$ cat config.mk
export PLATFORM = sky130hd
export DESIGN_NAME = dh_shared_key_flat
export DESIGN_NICKNAME = d
export VERILOG_FILES = /design/src/rtl/dh_pkg.sv /design/src/rtl/dh_shared_key_if.sv /design/src/rtl/mod_mul_serial.sv /design/src/rtl/dh_shared_key.sv /design/src/flat_wrapper.sv
export SDC_FILE = /design/constraint.sdc
export NUM_CORES = 1
export LEC_CHECK = 0
export CORE_MARGIN = 1
export CORE_UTILIZATION = 35
export CTS_BUF_LIST = sky130_fd_sc_hd__clkbuf_4
export CTS_CLUSTER_DIAMETER = 150
export DETAILED_ROUTE_END_ITERATION = 8
export GPL_ROUTABILITY_DRIVEN = 1
export PLACE_DENSITY_LB_ADDON = 0.05
export SLEW_MARGIN = 20
export SYNTH_ARGS = -nofsm -noshare
export SYNTH_HDL_FRONTEND = slang
export SYNTH_SLANG_ARGS = --single-unit
$ cat constraint.sdc
create_clock -name clk -period 9.4 [get_ports clk]
set_clock_uncertainty 0.15 [all_clocks]
set_input_delay 0.94 -clock clk [delete_from_list [all_inputs] [get_ports clk]]
set_output_delay 0.94 -clock clk [all_outputs]
set_load 0.005 [all_outputs]
$ cat src/rtl/dh_pkg.sv
// Shared types and constants for the responder-side Diffie-Hellman key block.
package dh_pkg;

  localparam int unsigned DH_WIDTH   = 32;
  localparam int unsigned MUL_CYCLES = DH_WIDTH;

  typedef enum logic [2:0] {
    IDLE,
    LOAD,
    MUL,
    UPD,
    OUT
  } dh_state_t;

  // Cycles spent in MUL per exponent bit: one multiplier step per operand bit.
  function automatic int unsigned mul_cycles(input int unsigned width);
    return width;
  endfunction

endpackage

$ cat src/rtl/dh_shared_key_if.sv
// Request/key handshake bundle for dh_shared_key; the block itself uses the slave modport.
interface dh_shared_key_if
  import dh_pkg::*;
#(
  parameter int unsigned WIDTH = DH_WIDTH
);

  logic             in_valid;
  logic             in_ready;
  logic [WIDTH-1:0] peer_pub;
  logic [WIDTH-1:0] priv_exp;
  logic [WIDTH-1:0] modulus;
  logic             key_valid;
  logic             key_ready;
  logic [WIDTH-1:0] key;
  logic             key_err;
  logic             busy;

  modport master (
    output in_valid, peer_pub, priv_exp, modulus, key_ready,
    input  in_ready, key_valid, key, key_err, busy
  );

  modport slave (
    input  in_valid, peer_pub, priv_exp, modulus, key_ready,
    output in_ready, key_valid, key, key_err, busy
  );

endinterface

$ cat src/rtl/mod_mul_serial.sv
// Interleaved shift-add modular multiplier: prod = a*b mod p, one bit of b per cycle, MSB first.
// a, b and p must stay stable from start until done; a must be < p.
module mod_mul_serial #(
  parameter int unsigned WIDTH = 32
) (
  input  logic             clk,
  input  logic             rst,
  input  logic             start,
  input  logic [WIDTH-1:0] a,
  input  logic [WIDTH-1:0] b,
  input  logic [WIDTH-1:0] p,
  output logic [WIDTH-1:0] prod,
  output logic             done
);

  localparam int unsigned BW = (WIDTH > 1) ? $clog2(WIDTH) : 1;

  logic [WIDTH-1:0] acc;
  logic [BW-1:0]    idx;
  logic             running;

  logic [WIDTH+1:0] pe;
  logic [WIDTH+1:0] ae;
  logic [WIDTH+1:0] dbl;
  logic [WIDTH+1:0] red;
  logic [WIDTH+1:0] sum;
  logic [WIDTH-1:0] acc_nxt;

  // acc < p always, so 2*acc and red + a both stay below 2^(WIDTH+1).
  always_comb begin
    pe      = {2'b00, p};
    ae      = {2'b00, a};
    dbl     = {1'b0, acc, 1'b0};
    red     = (dbl >= pe) ? dbl - pe : dbl;
    sum     = red + (b[idx] ? ae : '0);
    acc_nxt = (sum >= pe) ? WIDTH'(sum - pe) : WIDTH'(sum);
  end

  always_ff @(posedge clk or negedge rst) begin
    if (!rst) begin
      acc     <= '0;
      idx     <= '0;
      running <= 1'b0;
      done    <= 1'b0;
    end else if (start) begin
      acc     <= '0;
      idx     <= BW'(WIDTH - 1);
      running <= 1'b1;
      done    <= 1'b0;
    end else if (running) begin
      acc <= acc_nxt;
      if (idx == '0) begin
        running <= 1'b0;
        done    <= 1'b1;
      end else begin
        idx <= idx - 1'b1;
      end
    end
  end

  assign prod = acc;

endmodule

$ cat src/rtl/dh_shared_key.sv
// Responder-side DH shared key: K = peer_pub^priv_exp mod modulus, constant-time square-and-multiply.
// Optional public-value range check enabled by defining DH_PUBCHECK_EN.
module dh_shared_key
  import dh_pkg::*;
#(
  parameter int unsigned WIDTH = DH_WIDTH
) (
  input  logic            clk,
  input  logic            rst,
  dh_shared_key_if.slave  bus
);

  localparam int unsigned    BW       = (WIDTH > 1) ? $clog2(WIDTH) : 1;
  localparam int unsigned    MUL_LEN  = mul_cycles(WIDTH);
  localparam logic [BW-1:0]  BIT_LAST = BW'(WIDTH - 1);
  localparam logic [BW-1:0]  CYC_LAST = BW'(MUL_LEN - 1);

  dh_state_t        state;
  logic             in_ready_r;
  logic             key_valid_r;
  logic [WIDTH-1:0] key_r;
  logic [WIDTH-1:0] exp_r;
  logic [WIDTH-1:0] mod_r;
  logic [WIDTH-1:0] result;
  logic [WIDTH-1:0] base;
  logic [BW-1:0]    bitn;
  logic [BW-1:0]    cyc;

  logic             mul_start;
  logic [WIDTH-1:0] prod_r;
  logic [WIDTH-1:0] prod_b;
  logic             done_r;
  logic             done_b;
  logic             upd_go;
  logic             reject;

`ifdef DH_PUBCHECK_EN
  logic key_err_r;
  // base still holds the latched peer_pub while in LOAD.
  assign reject = (base <= WIDTH'(1)) || (base >= mod_r - WIDTH'(1));
  assign bus.key_err = key_err_r;
`else
  assign reject      = 1'b0;
  assign bus.key_err = 1'b0;
`endif

  assign upd_go = done_r & done_b;

  // Multipliers are started on the same edge that enters MUL so that each
  // bit costs exactly MUL_LEN cycles in MUL plus one in UPD.
  always_comb begin
    mul_start = 1'b0;
    case (state)
      LOAD:    mul_start = !reject;
      UPD:     mul_start = upd_go && (bitn != BIT_LAST);
      default: mul_start = 1'b0;
    endcase
  end

  mod_mul_serial #(.WIDTH(WIDTH)) u_mul_r (
    .clk   (clk),
    .rst   (rst),
    .start (mul_start),
    .a     (result),
    .b     (base),
    .p     (mod_r),
    .prod  (prod_r),
    .done  (done_r)
  );

  mod_mul_serial #(.WIDTH(WIDTH)) u_mul_b (
    .clk   (clk),
    .rst   (rst),
    .start (mul_start),
    .a     (base),
    .b     (base),
    .p     (mod_r),
    .prod  (prod_b),
    .done  (done_b)
  );

  always_ff @(posedge clk or negedge rst) begin
    if (!rst) begin
      state       <= IDLE;
      in_ready_r  <= 1'b1;
      key_valid_r <= 1'b0;
      key_r       <= '0;
      exp_r       <= '0;
      mod_r       <= '0;
      result      <= '0;
      base        <= '0;
      bitn        <= '0;
      cyc         <= '0;
`ifdef DH_PUBCHECK_EN
      key_err_r   <= 1'b0;
`endif
    end else begin
      case (state)
        IDLE: begin
          if (bus.in_valid && in_ready_r) begin
            exp_r      <= bus.priv_exp;
            mod_r      <= bus.modulus;
            result     <= WIDTH'(1);
            base       <= bus.peer_pub;
            bitn       <= '0;
            cyc        <= '0;
            in_ready_r <= 1'b0;
            state      <= LOAD;
          end
        end
        LOAD: begin
          if (reject) begin
            key_r       <= '0;
            key_valid_r <= 1'b1;
`ifdef DH_PUBCHECK_EN
            key_err_r   <= 1'b1;
`endif
            state       <= OUT;
          end else begin
            cyc   <= '0;
            state <= MUL;
          end
        end
        MUL: begin
          if (cyc == CYC_LAST) begin
            state <= UPD;
          end else begin
            cyc <= cyc + 1'b1;
          end
        end
        UPD: begin
          if (upd_go) begin
            // Both products are always computed; only the selection depends on the bit.
            if (exp_r[bitn]) begin
              result <= prod_r;
            end
            base <= prod_b;
            if (bitn == BIT_LAST) begin
              key_r       <= exp_r[bitn] ? prod_r : result;
              key_valid_r <= 1'b1;
              state       <= OUT;
            end else begin
              bitn  <= bitn + 1'b1;
              cyc   <= '0;
              state <= MUL;
            end
          end
        end
        OUT: begin
          if (bus.key_ready) begin
            key_valid_r <= 1'b0;
            key_r       <= '0;
`ifdef DH_PUBCHECK_EN
            key_err_r   <= 1'b0;
`endif
            in_ready_r  <= 1'b1;
            state       <= IDLE;
          end
        end
        default: state <= IDLE;
      endcase
    end
  end

  assign bus.in_ready  = in_ready_r;
  assign bus.busy      = !in_ready_r;
  assign bus.key_valid = key_valid_r;
  assign bus.key       = key_r;

endmodule

$ cat src/flat_wrapper.sv
// flat-port wrapper written by rule: the top's interface ports become plain ports
module dh_shared_key_flat import dh_pkg::*;
#(
  parameter int unsigned WIDTH = DH_WIDTH
)
  (clk, rst, bus_in_valid, bus_peer_pub, bus_priv_exp, bus_modulus, bus_key_ready, bus_in_ready, bus_key_valid, bus_key, bus_key_err, bus_busy);
  dh_shared_key_if #(.WIDTH(WIDTH)) bus_i ();
  input  logic clk;
  input  logic rst;
  input wire logic [$bits(bus_i.in_valid)-1:0] bus_in_valid;
  input wire logic [$bits(bus_i.peer_pub)-1:0] bus_peer_pub;
  input wire logic [$bits(bus_i.priv_exp)-1:0] bus_priv_exp;
  input wire logic [$bits(bus_i.modulus)-1:0] bus_modulus;
  input wire logic [$bits(bus_i.key_ready)-1:0] bus_key_ready;
  output wire logic [$bits(bus_i.in_ready)-1:0] bus_in_ready;
  output wire logic [$bits(bus_i.key_valid)-1:0] bus_key_valid;
  output wire logic [$bits(bus_i.key)-1:0] bus_key;
  output wire logic [$bits(bus_i.key_err)-1:0] bus_key_err;
  output wire logic [$bits(bus_i.busy)-1:0] bus_busy;
  assign bus_i.in_valid = bus_in_valid;
  assign bus_i.peer_pub = bus_peer_pub;
  assign bus_i.priv_exp = bus_priv_exp;
  assign bus_i.modulus = bus_modulus;
  assign bus_i.key_ready = bus_key_ready;
  assign bus_in_ready = bus_i.in_ready;
  assign bus_key_valid = bus_i.key_valid;
  assign bus_key = bus_i.key;
  assign bus_key_err = bus_i.key_err;
  assign bus_busy = bus_i.busy;
  dh_shared_key #(.WIDTH(WIDTH)) u_core (.clk(clk), .rst(rst), .bus(bus_i));
endmodule
met1.png
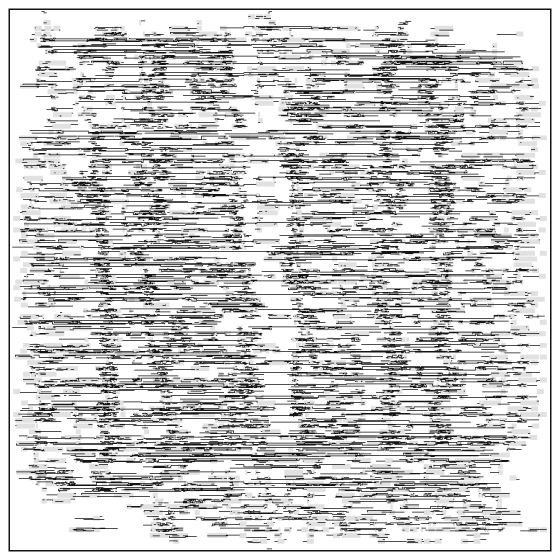
The layer carries 35.9 mm of wire. The layer holds 49% of the routed length. 2,954 nets have wire on it. The wires run mostly horizontal. The longest straight run is 112 um.
met1 routing resource usage after global routing: 0.327
wire length after detailed routing: 73,100 um
total number of vias: 20,300

met2.png
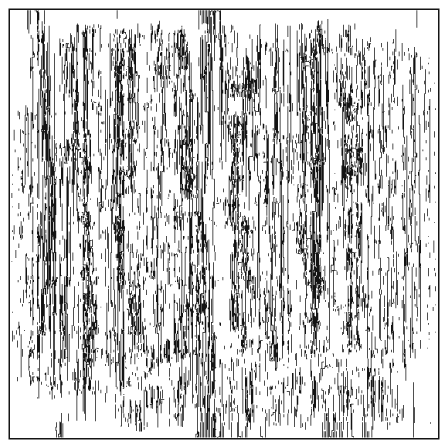
The layer carries 32.1 mm of wire. The longest straight run is 87.0 um.
M2 GR Usage: 0.357

-- power groups by stage --
stage	sequential, mW	combinational (mW)	clock (mW)
5_1_grt	1.09	0.0747	1.28
2_1_floorplan	1.11	0.000847	0
6_report	1.09	0.0673	1.18
3_3_place_gp	1.11	0.0697	0
4_1_cts	1.09	0.0704	1.23
3_5_place_dp	1.11	0.0698	0
-- tightest hold or removal path: cells and delay by family (launching register included) --
kind,cells,cell delay (ps)
AND/OR/NAND/NOR,2,100
flip-flops,1,340
-- cell type report --
cell class              count  area share
clock buffers             120      0.0349
repair buffers            183      0.0682
diodes                      1   0.0000969
clock inverters            16     0.00470
flip-flops and latches    253       0.245
well taps                 846      0.0410
inverters                  87      0.0126
multi-input cells        2243       0.593
==> deck_impl_summary.md <==
Flow Results at a Glance

Floorplanning
  – Area of the die: 64,900 um2
  – Die Height: 255 um
  – Number of placed I/O pins: 136
  – Floorplan utilization: 0.355
  – Rows: 92
  – Die Span X: 255 um
  – Standard cell core area: 63,100 um2

Run status
  – Status: finished clean

Logic synthesis
  – Number of synthesized flops with an enable pin: 0
  – Ys Warns: 0
  – Unique masters post-synth: 92
  – Instance tally after logic synthesis: 2,701
  – Synthesized-area fraction occupied by adder cells: 0.117
  – Cell with the most instances after synthesis: nand2_1
  – Dominant cell area share: 0.282
  – Top cells by area in the synthesized netlist: dfrtp_1 28%, ha_1 11%, nand2_1 6.5%
  – Mux share: 0.0740
  – Sequential element share of the synthesized area: 0.283
  – Synth area leader: dfrtp_1
  – Yosys cell count: 2,701
  – Top cells by count: 387 x nand2_1, 253 x a21oi_1, 252 x dfrtp_1
  – Mean instance size in the synthesized netlist: 8.28 um2
  – Compound-Gate Fraction of Synth Area: 0.241
  – Area of the mapped netlist: 22,400 um2
  – Floorplan Nets: 3,007

GRT
  – Grt ovf: 0
  – Largest net degree at the start of global routing: 86
  – Number of antenna violations at the first check in global routing: 1
  – First-pass GRT wire length: 115,000 um
  – Total Routing Usage GR: 0.229
  – Busiest layer in global routing: met2

Placed design
  – Half-perimeter wire length of the detailed placement result: 56,900 um
  – Cell count after placement: 3,611
  – Weighted congestion at the end of routability-driven global placement: 0.902
  – Tally of buffers added on design ports: 134
  – Placement-stage cell area: 24,700 um2

Critical path
  – Type of element launching the critical path: flop
  – Setup slack of the most critical reg-to-reg path: 400 ps
  – Crit path max-delay family: AND-OR/OR-AND gates
  – Critical Path AT: 9550 ps
  – R2r endpoint: u_core.u_mul_b.prod[8]
  – Launch point of the critical path: u_core.mod_r[24]
  – Kind of capture point of the worst setup path: flop
  – Worst Reg2Reg Path Length in Cells: 33
  – Cell with the largest stage delay on the worst path: or4_1
  – CP bufs+invs: 4
  – Delay contributed by the slowest stage of the critical path: 650 ps
  – Logic depth of the worst path, buffers included: 33
  – Top fanout value on the critical path: 45
  – Critical path type: reg -> reg

Timing
  – Final count of pins violating max slew: 0
  – Crit path setup slack, layout: 397 ps
  – Slew at the pin closest to its max-slew limit: 841 ps
  – Period utilisation layout: 0.958
  – Fmax: 111 MHz
  – Shortest period the worst path allows: 9000 ps
  – Normalized max-slew margin: 0.432
  – Hold Violations, Final: 0
  – Final setup vio count: 0
  – Setup TNS: 0 ps
  – Setup repair after global routing missed its margin: false
  – Worst hold-check slack: 320 ps

Power
  – Clock Power Share: 0.505
  – Net switching share of the total power: 0.248
  – Leakage power of the design: 12.5 nW
  – Total power density per cell area: 90.4 nW/um2
  – Switching component of the power: 0.578 mW
  – Max rail drop VDD: 79.9 uV
  – Post-route total power: 2.34 mW
  – Fraction of power consumed by sequential logic: 0.466

Routing
  – Max layer used: met4
  – Vias per cell: 5.41
  – Initial DRC count: 1,214
  – Metal2 WL: 32,100 um
  – Number of antenna-violating nets in the routed design: 0
  – Detailed-route wire length on metal 1: 35,900 um
  – Routed WL per cell: 19.5 um

Clock tree
  – Hold buffers post-CTS: 1
  – Insertion delay at the late pin of the worst-skew pair: 820 ps
  – Post-CTS Resized: 0
  – Number of buffers inserted by post-CTS setup repair: 0
  – Post-CTS clock slew at the launch and capture registers of the worst setup and hold paths: 70 ps
  – Clock root buffer master: clkbuf_4
  – TritonCTS buffer count: 80
  – Number of H-tree levels: 3
  – Number of buffers on the longest clock path: 3
  – Number of clock sinks: 253

Final layout
  – Area used by multi-input combinational logic: 15,300 um2
  – Area grow syn2layout: 15.5%
  – Area of all placed cells without fillers: 25,800 um2
  – Layout fillers: 6,555
  – Share of layout cells above drive strength 1: 0.0944
  – FF+latch area: 6330 um2
  – Fin util: 0.410
  – Final Net Count: 3,154
  – Most numerous logic cells after layout: 386 x nand2_1, 253 x a21oi_1, 251 x o21ai_0, 250 x dfrtp_1, 199 x ha_1
  – Final standard cell count with taps included and fillers excluded: 3,749

Hold path
  – Origin of the worst min-delay path: u_core.exp_r[4]
  – Hold path endpoint: u_core.exp_r[4]

Flow run
  – Max-cap violation count: 0
  – Count of tool warnings: 30
Power is estimated from default activity; no workload was simulated.
